File: src/rtl/pipe_control.sv
// Pipelined DLX control: decodes the ID instruction and carries the control
// bundle through ID/EX, EX/MEM and MEM/WB, with load-use stall and branch flush.
module pipe_control #(
  parameter int REG_AW         = 5,
  parameter int ALUCTR_W       = 4,
  parameter int LOAD_USE_STALL = 1,
  parameter int FP_ENABLE      = 1
) (
  input  logic                clk,
  input  logic                reset,
  input  logic [0:31]         instr,
  input  logic                instr_valid,
  input  logic                br_taken,
  output logic                stall,
  output logic                flush,
  output logic                ex_valid,
  output logic                ex_regdst,
  output logic                ex_alusrc,
  output logic                ex_extop,
  output logic                ex_branch,
  output logic                ex_bne,
  output logic                ex_jump,
  output logic                ex_jumpreg,
  output logic [ALUCTR_W-1:0] ex_aluctr,
  output logic                mem_valid,
  output logic                mem_memwr,
  output logic                mem_mem2reg,
  output logic                wb_valid,
  output logic                wb_regwr,
  output logic                wb_regfp_wr,
  output logic [REG_AW-1:0]   wb_rd
);

  typedef struct packed {
    logic                valid;
    logic                regdst;
    logic                alusrc;
    logic                extop;
    logic                branch;
    logic                bne;
    logic                jump;
    logic                jumpreg;
    logic [ALUCTR_W-1:0] aluctr;
    logic                memwr;
    logic                mem2reg;
    logic                regwr;
    logic                regfp_wr;
    logic [REG_AW-1:0]   rd;
  } ctl_t;

  logic [5:0]        opcode;
  logic [5:0]        func;
  logic [REG_AW-1:0] rs1;
  logic [REG_AW-1:0] rs2;
  logic [REG_AW-1:0] rd_r;
  logic              unused_shamt;

  assign opcode       = instr[0:5];
  assign rs1          = instr[6:10];
  assign rs2          = instr[11:15];
  assign rd_r         = instr[16:20];
  assign func         = instr[26:31];
  assign unused_shamt = ^instr[21:25];

  ctl_t              dec;
  ctl_t              ex_q;
  ctl_t              ex_d;
  logic              use_rs1;
  logic              use_rs2;
  logic              int_wr;
  logic              fp_wr;
  logic              r_ok;
  logic [REG_AW-1:0] dest;
  logic              hazard;

  always_comb begin
    dec     = '0;
    use_rs1 = 1'b0;
    use_rs2 = 1'b0;
    int_wr  = 1'b0;
    fp_wr   = 1'b0;
    r_ok    = 1'b0;
    dest    = rs2;
    if (instr_valid) begin
      case (opcode)
        6'h00: begin
          dest = rd_r;
          case (func)
            6'h20: begin r_ok = 1'b1; int_wr = 1'b1; dec.aluctr = ALUCTR_W'(4'b0000); end
            6'h22: begin r_ok = 1'b1; int_wr = 1'b1; dec.aluctr = ALUCTR_W'(4'b0001); end
            6'h24: begin r_ok = 1'b1; int_wr = 1'b1; dec.aluctr = ALUCTR_W'(4'b0010); end
            6'h04: begin r_ok = 1'b1; int_wr = 1'b1; dec.aluctr = ALUCTR_W'(4'b0101); end
            6'h29: begin r_ok = 1'b1; int_wr = 1'b1; dec.aluctr = ALUCTR_W'(4'b1001); end
            6'h34: if (FP_ENABLE != 0) begin r_ok = 1'b1; int_wr = 1'b1; end
            6'h35: if (FP_ENABLE != 0) begin r_ok = 1'b1; fp_wr = 1'b1; end
            default: ;
          endcase
          if (r_ok) begin
            dec.valid  = 1'b1;
            dec.regdst = 1'b1;
            use_rs1    = 1'b1;
            use_rs2    = 1'b1;
          end
        end
        6'h08: begin
          dec.valid = 1'b1; dec.alusrc = 1'b1; dec.extop = 1'b1;
          int_wr = 1'b1; use_rs1 = 1'b1; dec.aluctr = ALUCTR_W'(4'b0000);
        end
        6'h09: begin
          dec.valid = 1'b1; dec.alusrc = 1'b1;
          int_wr = 1'b1; use_rs1 = 1'b1; dec.aluctr = ALUCTR_W'(4'b0000);
        end
        6'h0C: begin
          dec.valid = 1'b1; dec.alusrc = 1'b1;
          int_wr = 1'b1; use_rs1 = 1'b1; dec.aluctr = ALUCTR_W'(4'b0010);
        end
        6'h0E: begin
          dec.valid = 1'b1; dec.alusrc = 1'b1;
          int_wr = 1'b1; use_rs1 = 1'b1; dec.aluctr = ALUCTR_W'(4'b0100);
        end
        6'h16: begin
          dec.valid = 1'b1; dec.alusrc = 1'b1;
          int_wr = 1'b1; use_rs1 = 1'b1; dec.aluctr = ALUCTR_W'(4'b0110);
        end
        6'h23: begin
          dec.valid = 1'b1; dec.alusrc = 1'b1; dec.extop = 1'b1; dec.mem2reg = 1'b1;
          int_wr = 1'b1; use_rs1 = 1'b1;
        end
        6'h2B, 6'h28: begin
          dec.valid = 1'b1; dec.alusrc = 1'b1; dec.extop = 1'b1; dec.memwr = 1'b1;
          use_rs1 = 1'b1; use_rs2 = 1'b1;
        end
        6'h04: begin dec.valid = 1'b1; dec.branch = 1'b1; use_rs1 = 1'b1; end
        6'h05: begin dec.valid = 1'b1; dec.branch = 1'b1; dec.bne = 1'b1; use_rs1 = 1'b1; end
        6'h02: begin dec.valid = 1'b1; dec.jump = 1'b1; end
        6'h12: begin dec.valid = 1'b1; dec.jumpreg = 1'b1; use_rs1 = 1'b1; end
        default: ;
      endcase
    end
    // r0 is hardwired: integer writes to it are dropped, FP writes are not
    dec.regwr    = int_wr && (dest != '0);
    dec.regfp_wr = fp_wr;
    dec.rd       = (int_wr || fp_wr) ? dest : '0;
  end

  always_comb begin
    hazard = (LOAD_USE_STALL != 0) && ex_q.valid && ex_q.mem2reg && (ex_q.rd != '0) &&
             ((use_rs1 && (rs1 == ex_q.rd)) || (use_rs2 && (rs2 == ex_q.rd)));
    // A taken branch squashes the ID instruction anyway, so it overrides the stall
    stall = hazard && !br_taken;
    flush = br_taken;
    ex_d  = (br_taken || hazard) ? '0 : dec;
  end

  logic              mem_regwr_q;
  logic              mem_regfp_wr_q;
  logic [REG_AW-1:0] mem_rd_q;

  always_ff @(posedge clk or posedge reset) begin
    if (reset) begin
      ex_q           <= '0;
      mem_valid      <= 1'b0;
      mem_memwr      <= 1'b0;
      mem_mem2reg    <= 1'b0;
      mem_regwr_q    <= 1'b0;
      mem_regfp_wr_q <= 1'b0;
      mem_rd_q       <= '0;
      wb_valid       <= 1'b0;
      wb_regwr       <= 1'b0;
      wb_regfp_wr    <= 1'b0;
      wb_rd          <= '0;
    end else begin
      ex_q           <= ex_d;
      mem_valid      <= ex_q.valid;
      mem_memwr      <= ex_q.memwr;
      mem_mem2reg    <= ex_q.mem2reg;
      mem_regwr_q    <= ex_q.regwr;
      mem_regfp_wr_q <= ex_q.regfp_wr;
      mem_rd_q       <= ex_q.rd;
      wb_valid       <= mem_valid;
      wb_regwr       <= mem_regwr_q;
      wb_regfp_wr    <= mem_regfp_wr_q;
      wb_rd          <= mem_rd_q;
    end
  end

  assign ex_valid   = ex_q.valid;
  assign ex_regdst  = ex_q.regdst;
  assign ex_alusrc  = ex_q.alusrc;
  assign ex_extop   = ex_q.extop;
  assign ex_branch  = ex_q.branch;
  assign ex_bne     = ex_q.bne;
  assign ex_jump    = ex_q.jump;
  assign ex_jumpreg = ex_q.jumpreg;
  assign ex_aluctr  = ex_q.aluctr;

endmodule

File: config.mk
export PLATFORM = sky130hd
export DESIGN_NAME = pipe_control
export DESIGN_NICKNAME = d
export VERILOG_FILES = /design/src/rtl/pipe_control.sv
export SDC_FILE = /design/constraint.sdc
export NUM_CORES = 1
export LEC_CHECK = 0
export CORE_ASPECT_RATIO = 0.5
export CORE_MARGIN = 2
export CORE_UTILIZATION = 49
export DETAILED_ROUTE_END_ITERATION = 8
export GPL_TIMING_DRIVEN = 0
export PLACE_DENSITY = 0.92
export SLEW_MARGIN = 30
export SYNTH_ARGS = -nofsm -noshare
export SYNTH_HDL_FRONTEND = slang
export SYNTH_SLANG_ARGS = --single-unit
File: constraint.sdc
create_clock -name clk -period 9.5 [get_ports clk]
set_clock_uncertainty 0.1 [all_clocks]
set_input_delay 2.85 -clock clk [delete_from_list [all_inputs] [get_ports clk]]
set_output_delay 2.85 -clock clk [all_outputs]
set_load 0.03 [all_outputs]
==> results.py <==
# Generated from Yosys and OpenROAD reports
metrics = {
    "run_status": {
        "outcome": "finished, final reports clean",
    },
    "critical_path": {
        "reg2regPathDepth": 6,
        "reg2reg_setup_slack_ns": 7.21,
        "cp_slowest_stage_delay_ns": 0.68,
        "critical_path_arrival_ns": 5.55,
        "r2r-end": "ex_aluctr[0]",
        "crit_end": "stall",
    },
    "global_routing": {
        "antenna_violations_before_repair": 0,
        "grtUsageMet3_pct": 5.20,
    },
    "synth": {
        "ys_cells": 180,
        "synthMuxAreaShare_pct": 0.598,
    },
    "place": {
        "place.detailed.hpwl_um": 3260,
    },
    "final_layout": {
        "finish.instance_area_um2": 2570,
        "num_antenna_cells": 0,
    },
    "clock_network": {
        "clk_latency_ns": 0.28,
    },
    "detailed_routing": {
        "vias_per_cell": 5.46,
    },
    "final_timing": {
        "final_min_period_over_clock_period_pct": 89.5,
        "max_slew.worst_pin.slew_ns": 0.780,
        "rsz0062_at_grt": "no",
    },
    "pwr": {
        "max-vdd-ir-drop_v": 0.0000599,
        "power_switching_uw": 78.1,
    },
    "hold_path": {
        "worstHoldStart": "mem_rd_q[1]",
    },
}
## power by group through the flow
stage | Combinational, uW | Sequential (uW) | Clock [uW]
final | 48.3 | 168 | 108
after global routing | 51.9 | 168 | 119
after global placement | 45.9 | 171 | 0
after CTS | 47.8 | 168 | 110
after floorplan | 22.6 | 173 | 0
after detailed placement | 47.2 | 171 | 0
## worst max-delay path: cells and delay by family
family                 cells  cell delay (ns)
buffers and inverters      2             1.24
AND-OR/OR-AND              4             0.89
AND/OR/NAND/NOR            2             0.56
## metrics by stage
stage	instances	worst slack (ns)	power [uW]
6_report	291	0.997	325
5_1_grt	291	0.978	339
4_1_cts	291	1.10	326
2_1_floorplan	180	2.13	196
3_5_place_dp	284	1.11	219
3_3_place_gp	284	1.18	217
## state kept, by name, indices dropped and copies added (netlist names)
signal and count:
ex_valid 1, ex_jumpreg 1, ex_q 9, mem_memwr 1, ex_jump 1, wb_regfp_wr 1, ex_regdst 1, mem_rd_q 5
ex_alusrc 1, mem_regfp_wr_q 1, mem_valid 1, wb_valid 1, wb_regwr 1, wb_rd 5, ex_aluctr 4, ex_branch 1
ex_extop 1, ex_bne 1, mem_regwr_q 1, mem_mem2reg 1
## cells in the mapped netlist, drive strengths merged, types with 2 or more instances
master / n
dfrtp: 39
nor2: 21
nand2: 11
a21oi: 9
buf: 9
nor3: 8
o21ai: 7
xnor2: 6
a22oi: 5
clkbuf: 5
xor2: 5
inv: 4
nand3: 4
nor3b: 4
nor4: 4
and2: 3
nand2b: 3
nand3b: 3
nor2b: 3
or4: 3
a211o: 2
and3b: 2
nor4b: 2
nor4bb: 2
o31a: 2
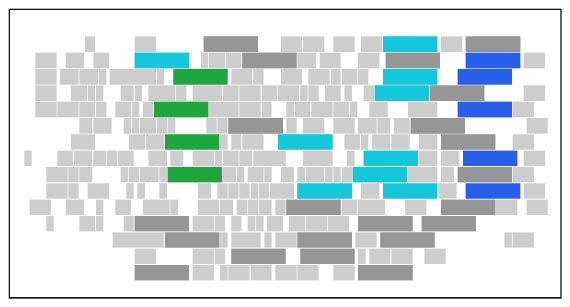
(images/flops_by_reg.png)
Scale: 6 px per um. Other sequential cells in the stronger grey, the rest of the logic in the fainter grey.
| netlist name | colour | placed flops |
|---|---|---|
| ex_aluctr | green | 4 |
| ex_q | cyan | 9 |
| wb_rd | blue | 5 |
not coloured: 21
sequential portion of the cell area: 38.0%
sequential cell area: 976 um^2

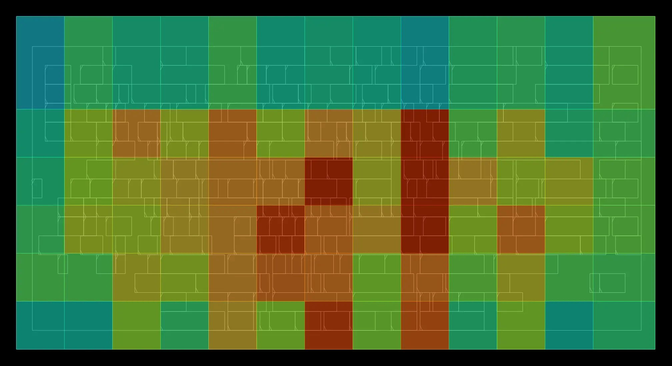
(images/congestion.png)
met1 usage: 26.7%
aggregate global-route resource usage: 21.1%
GR Util met2: 36.2%

Power is estimated from default activity; no workload was simulated.
